**Met1 routing**

Bar = 20 um. Cells faint in the background.
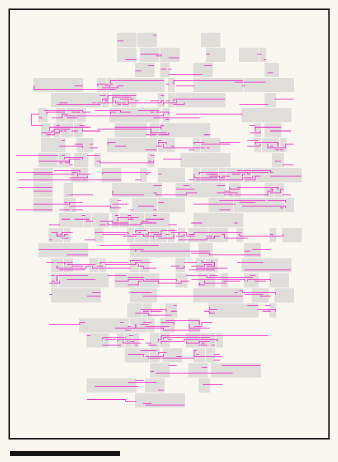
**Met2 routing**

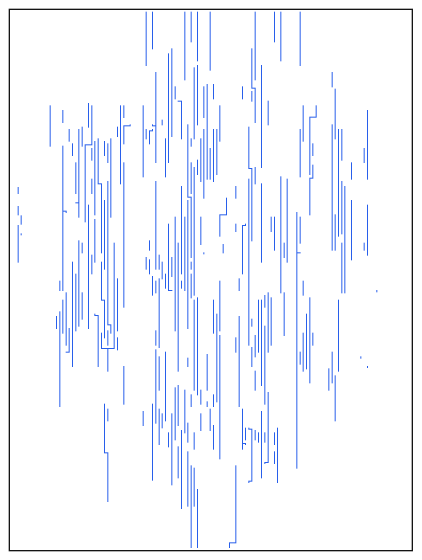
**Metal 3**

Bar = 20 um.
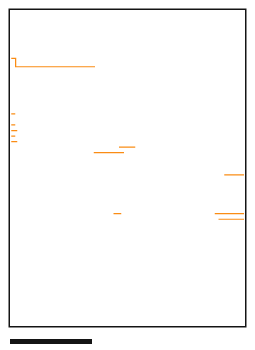
**Drive-strength map**

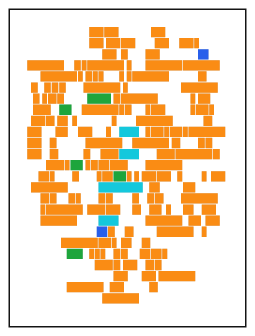
**Clock routing**

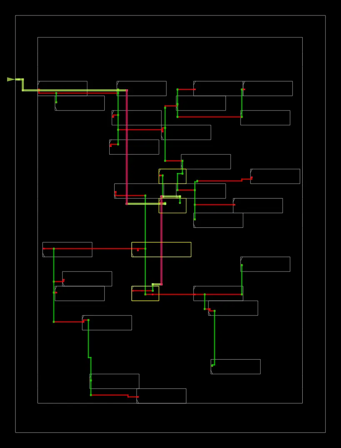
File: config.mk
export PLATFORM = sky130hd
export DESIGN_NAME = vote_vector_sequencer
export DESIGN_NICKNAME = d
export VERILOG_FILES = /design/src/rtl/vote_vector_sequencer.sv
export SDC_FILE = /design/constraint.sdc
export NUM_CORES = 1
export LEC_CHECK = 0
export CAP_MARGIN = 20
export CELL_PAD_IN_SITES_DETAIL_PLACEMENT = 0
export CELL_PAD_IN_SITES_GLOBAL_PLACEMENT = 1
export CORE_ASPECT_RATIO = 1.4
export CORE_MARGIN = 4
export CORE_UTILIZATION = 40
export DETAILED_ROUTE_END_ITERATION = 8
export MAX_ROUTING_LAYER = met4
export PLACE_DENSITY = 0.83
export SYNTH_ARGS = -nofsm -noshare
export SYNTH_HDL_FRONTEND = slang
export SYNTH_SLANG_ARGS = --single-unit
File: constraint.sdc
create_clock -name clk -period 2.55 [get_ports clk]
set_input_delay 0.3825 -clock clk [delete_from_list [all_inputs] [get_ports clk]]
set_output_delay 0.3825 -clock clk [all_outputs]
set_load 0.02 [all_outputs]
File: src/rtl/vote_vector_sequencer.sv
// rtl/vote_vector_sequencer.sv - exhaustive self-test sequencer for a 1-bit combinational voter
// Optional build macro CONTINUE_ON_FAIL_EN: keep sweeping after a mismatch instead of stopping.
module vote_vector_sequencer #(
  parameter int N_IN    = 3,
  parameter int SETTLE  = 2,
  parameter int TIMEOUT = 64
) (
  input  logic            clk,
  input  logic            rst,
  input  logic            start,
  input  logic            hold,
  output logic [N_IN-1:0] vec,
  input  logic            dut_r,
  input  logic            ref_r,
  output logic            busy,
  output logic            done,
  output logic            pass,
  output logic            timeout,
  output logic [N_IN-1:0] fail_vec,
  output logic            fail_got,
  output logic            fail_exp,
  output logic [N_IN:0]   fail_cnt
);

  localparam int SW = (SETTLE > 1) ? $clog2(SETTLE) : 1;
  localparam int TW = $clog2(TIMEOUT + 2);

  localparam logic [1:0] S_IDLE   = 2'd0;
  localparam logic [1:0] S_SETTLE = 2'd1;
  localparam logic [1:0] S_CHECK  = 2'd2;
  localparam logic [1:0] S_DONE   = 2'd3;

  logic [1:0]      state_q, state_d;
  logic [N_IN-1:0] vec_q, vec_d;
  logic [SW-1:0]   settle_q, settle_d;
  logic [TW-1:0]   timer_q, timer_d;
  logic            busy_q, busy_d;
  logic            done_q, done_d;
  logic            pass_q, pass_d;
  logic            timeout_q, timeout_d;
  logic [N_IN-1:0] fail_vec_q, fail_vec_d;
  logic            fail_got_q, fail_got_d;
  logic            fail_exp_q, fail_exp_d;
  logic [N_IN:0]   fail_cnt_q, fail_cnt_d;

  logic [TW-1:0] timer_inc;
  logic          mismatch;
  logic          last_vec;

  assign timer_inc = timer_q + TW'(1);
  assign mismatch  = dut_r != ref_r;
  assign last_vec  = &vec_q;

  always_comb begin
    state_d    = state_q;
    vec_d      = vec_q;
    settle_d   = settle_q;
    timer_d    = timer_q;
    busy_d     = busy_q;
    done_d     = done_q;
    pass_d     = pass_q;
    timeout_d  = timeout_q;
    fail_vec_d = fail_vec_q;
    fail_got_d = fail_got_q;
    fail_exp_d = fail_exp_q;
    fail_cnt_d = fail_cnt_q;

    // The abort timer runs in every busy cycle, independent of hold.
    if (busy_q) begin
      timer_d = timer_inc;
    end

    case (state_q)
      S_IDLE, S_DONE: begin
        if (start) begin
          vec_d      = '0;
          settle_d   = '0;
          timer_d    = '0;
          done_d     = 1'b0;
          pass_d     = 1'b0;
          timeout_d  = 1'b0;
          fail_vec_d = '0;
          fail_got_d = 1'b0;
          fail_exp_d = 1'b0;
          fail_cnt_d = '0;
          busy_d     = 1'b1;
          state_d    = S_SETTLE;
        end
      end

      S_SETTLE: begin
        if (timer_inc >= TW'(TIMEOUT)) begin
          busy_d    = 1'b0;
          done_d    = 1'b1;
          pass_d    = 1'b0;
          timeout_d = 1'b1;
          state_d   = S_DONE;
        end else if (!hold) begin
          settle_d = settle_q + SW'(1);
          if (settle_q == SW'(SETTLE - 1)) begin
            state_d = S_CHECK;
          end
        end
      end

      S_CHECK: begin
        if (mismatch) begin
          if (fail_cnt_q == '0) begin
            fail_vec_d = vec_q;
            fail_got_d = dut_r;
            fail_exp_d = ref_r;
          end
          if (!(&fail_cnt_q)) begin
            fail_cnt_d = fail_cnt_q + 1'b1;
          end
        end
`ifdef CONTINUE_ON_FAIL_EN
        if (last_vec) begin
          busy_d  = 1'b0;
          done_d  = 1'b1;
          pass_d  = (fail_cnt_d == '0);
          state_d = S_DONE;
        end else begin
          vec_d    = vec_q + 1'b1;
          settle_d = '0;
          state_d  = S_SETTLE;
        end
`else
        if (mismatch || last_vec) begin
          busy_d  = 1'b0;
          done_d  = 1'b1;
          pass_d  = !mismatch;
          state_d = S_DONE;
        end else begin
          vec_d    = vec_q + 1'b1;
          settle_d = '0;
          state_d  = S_SETTLE;
        end
`endif
      end

      default: state_d = S_IDLE;
    endcase
  end

  always_ff @(posedge clk or posedge rst) begin
    if (rst) begin
      state_q    <= S_IDLE;
      vec_q      <= '0;
      settle_q   <= '0;
      timer_q    <= '0;
      busy_q     <= 1'b0;
      done_q     <= 1'b0;
      pass_q     <= 1'b0;
      timeout_q  <= 1'b0;
      fail_vec_q <= '0;
      fail_got_q <= 1'b0;
      fail_exp_q <= 1'b0;
      fail_cnt_q <= '0;
    end else begin
      state_q    <= state_d;
      vec_q      <= vec_d;
      settle_q   <= settle_d;
      timer_q    <= timer_d;
      busy_q     <= busy_d;
      done_q     <= done_d;
      pass_q     <= pass_d;
      timeout_q  <= timeout_d;
      fail_vec_q <= fail_vec_d;
      fail_got_q <= fail_got_d;
      fail_exp_q <= fail_exp_d;
      fail_cnt_q <= fail_cnt_d;
    end
  end

  assign vec      = vec_q;
  assign busy     = busy_q;
  assign done     = done_q;
  assign pass     = pass_q;
  assign timeout  = timeout_q;
  assign fail_vec = fail_vec_q;
  assign fail_got = fail_got_q;
  assign fail_exp = fail_exp_q;
  assign fail_cnt = fail_cnt_q;

endmodule

==> results.ini <==
[power_and_ir_drop]
leakage_nw = 0.747
p_clk_frac = 0.185
ir_worst_vdd_uv = 576
p_comb_frac = 0.461

[yosys]
yosys-stat-area_sq_um = 1380
synth_top_area_share = 0.471
syn-num-nets = 159
synth_seq_share = 0.471
synth-seq-cells = 26
syn_area_sq_um = 1380

[final_timing]
fin_crit_ns = 2.17
fin_tns_setup_ns = 0
worst_pin_slew_ns = 0.601
setup_violations = 0
fmax_mhz = 460

[routing]
first_iter_violations = 31
drc = 0
firstDrtPassIters = 4

[critical_path]
endpoint_kind = register
worstPathMaxFanout = 10
rr_endpoint = fail_vec[2]
ff2ff_path_depth = 7
cp.arrival_ns = 2.32
critPathSlowestCell = a21oi_1
critPathCapture = fail_vec[2]
crit_cells = 7
critical_path_buf_inv_count = 1

[final_layout]
final_common_cell = dfrtp_1
fin_nets = 182
design_area_sq_um = 1700

[clocking]
clock.latency.late_pin_ns = 0.27
tritoncts = built
root_buffer = clkbuf_8
hold_buffers = 0
path_clk_slew_ns = 0.09
cts_resized = 0
clk_path_buf_depth = 2

[run_status]
outcome = finished clean

[hold_path]
min_path_type = input pin to async pin

[floorplan]
fp-row-count = 25

[global_routing]
grt_usage = 0.147
grt_max_degree = 27

[placed_design]
pre_cts_ws_ns = 0.317

About 'met1 routing':
The longest straight run is 19.3 um. The layer carries 1,250 um of wire. The layer holds 44% of the routed length. 164 nets have wire on it.

About 'met2 routing':
The layer carries 1,530 um of wire. The layer holds 53% of the routed length. The wires run mostly vertical.
via count: 1,107
global routing usage on met2: 0.255
Routed WL: 2.87 mm

About 'metal 3':
The longest straight run is 19.3 um. 10 nets have wire on it. The wires run mostly horizontal.
M3 GR Usage: 0.0200

About 'drive-strength map':
_2 cells: in green, cells 5. _0 and _1 cells: in orange, cells 157, most used dfrtp_1. _3 and _4 cells: in blue, cells 2, most used buf_4. _6 and larger: in cyan, cells 4, most used clkbuf_8.

About 'clock routing':
Power Clock: 0.341 mW
CTS Sinks: 26
seq_cells: 26
CTS Buf Count: 3

==> cell usage after synthesis (all sizes together) <==
cell type,count
a21o,2
or4,1
mux2,1
a22oi,3
nand2,18
buf,1
nor2,12
dfrtp,26
mux2i,4
o32a,1
a21oi,11
o32ai,1
o22ai,2
clkbuf,4
nand4,2
nor3b,1
nand2b,4
o211ai,1
ha,7
nor2b,1
a2bb2oi,1
xor2,4
nand3,3
a211oi,2
xnor2,3
nor3,2
o21ai,14
a41oi,1
a31oi,1
or3,1
and2,2
inv,8
and3,1
==> kinds of logic (layout without fill, tap and decap cells) <==
| kind of cell | Yosys count | after routing | synth area share |
|---|---|---|---|
| multiplexers | 5 | 5 | 0.0372 |
| adder cells (fa/ha/maj) | 7 | 7 | 0.0635 |
| AND-OR/OR-AND | 40 | 40 | 0.178 |
| buffers and inverters | 13 | 35 | 0.0381 |
| XOR/XNOR | 7 | 7 | 0.0499 |
| AND/OR/NAND/NOR | 48 | 48 | 0.162 |
| flip-flops | 26 | 26 | 0.471 |
==> flip-flops by register name (all words and copies together) (netlist names) <==
name / count
fail_vec: 3
vec: 3
done: 1
busy: 1
settle_q: 1
fail_cnt: 4
state_q: 2
fail_exp: 1
pass: 1
timeout: 1
timer_q: 7
fail_got: 1
==> how the worst min path moves through the flow <==
stage	from	end	slack, ns
final	rst	timer_q[4]	0.45
after global routing	rst	timer_q[3]	0.50
after CTS	rst	timer_q[6]	0.47
after detailed placement	fail_got	fail_got	0.48
after global placement	fail_exp	fail_exp	0.47
after floorplan	rst	busy	0.42
==> worst reg2reg max path, cell delays in order (launching register included) <==
cell     delay (ns)
dfrtp_1        0.38
inv_1          0.06
ha_1           0.40
mux2i_1        0.23
a21oi_1        0.52
o21ai_2        0.25
nand2_1        0.12
o21ai_0        0.09
==> power by group through the flow <==
stage                     combinational [mW]  sequential (mW)  clock [mW]
after floorplan                        0.553            0.696           0
after global placement                 0.823            0.649           0
after detailed placement               0.854            0.662           0
after CTS                              0.860            0.654       0.352
after global routing                   0.951            0.668       0.372
final                                  0.850            0.652       0.341
==> per-layer routing <==
metal	routed length, um	part of all wire	global-route usage
met5	0	0	-
met2	1530	0.53	0.255
met4	37	0.013	0.0418
met1	1250	0.44	0.175
met3	56	0.019	0.0200
==> cell type report <==
type / count / area, sq um
Inverter: 8 / 30.0
Sequential cell: 26 / 651
Tap cell: 40 / 50.0
Fill cell: 320 / 1640
Timing Repair Buffer: 23 / 225
Clock buffer: 3 / 41.3
Multi-Input combinational cell: 107 / 677
Clock inverter: 1 / 30.0
==> through the flow <==
step,hold slack [ns],util,instances
detailed placement,0.476,0.488,204
CTS,0.467,0.509,208
floorplan,0.423,-,146
finish,0.452,0.509,208
global route,0.502,0.509,208
global placement,0.470,0.488,204
Power and IR drop assume default switching activity.
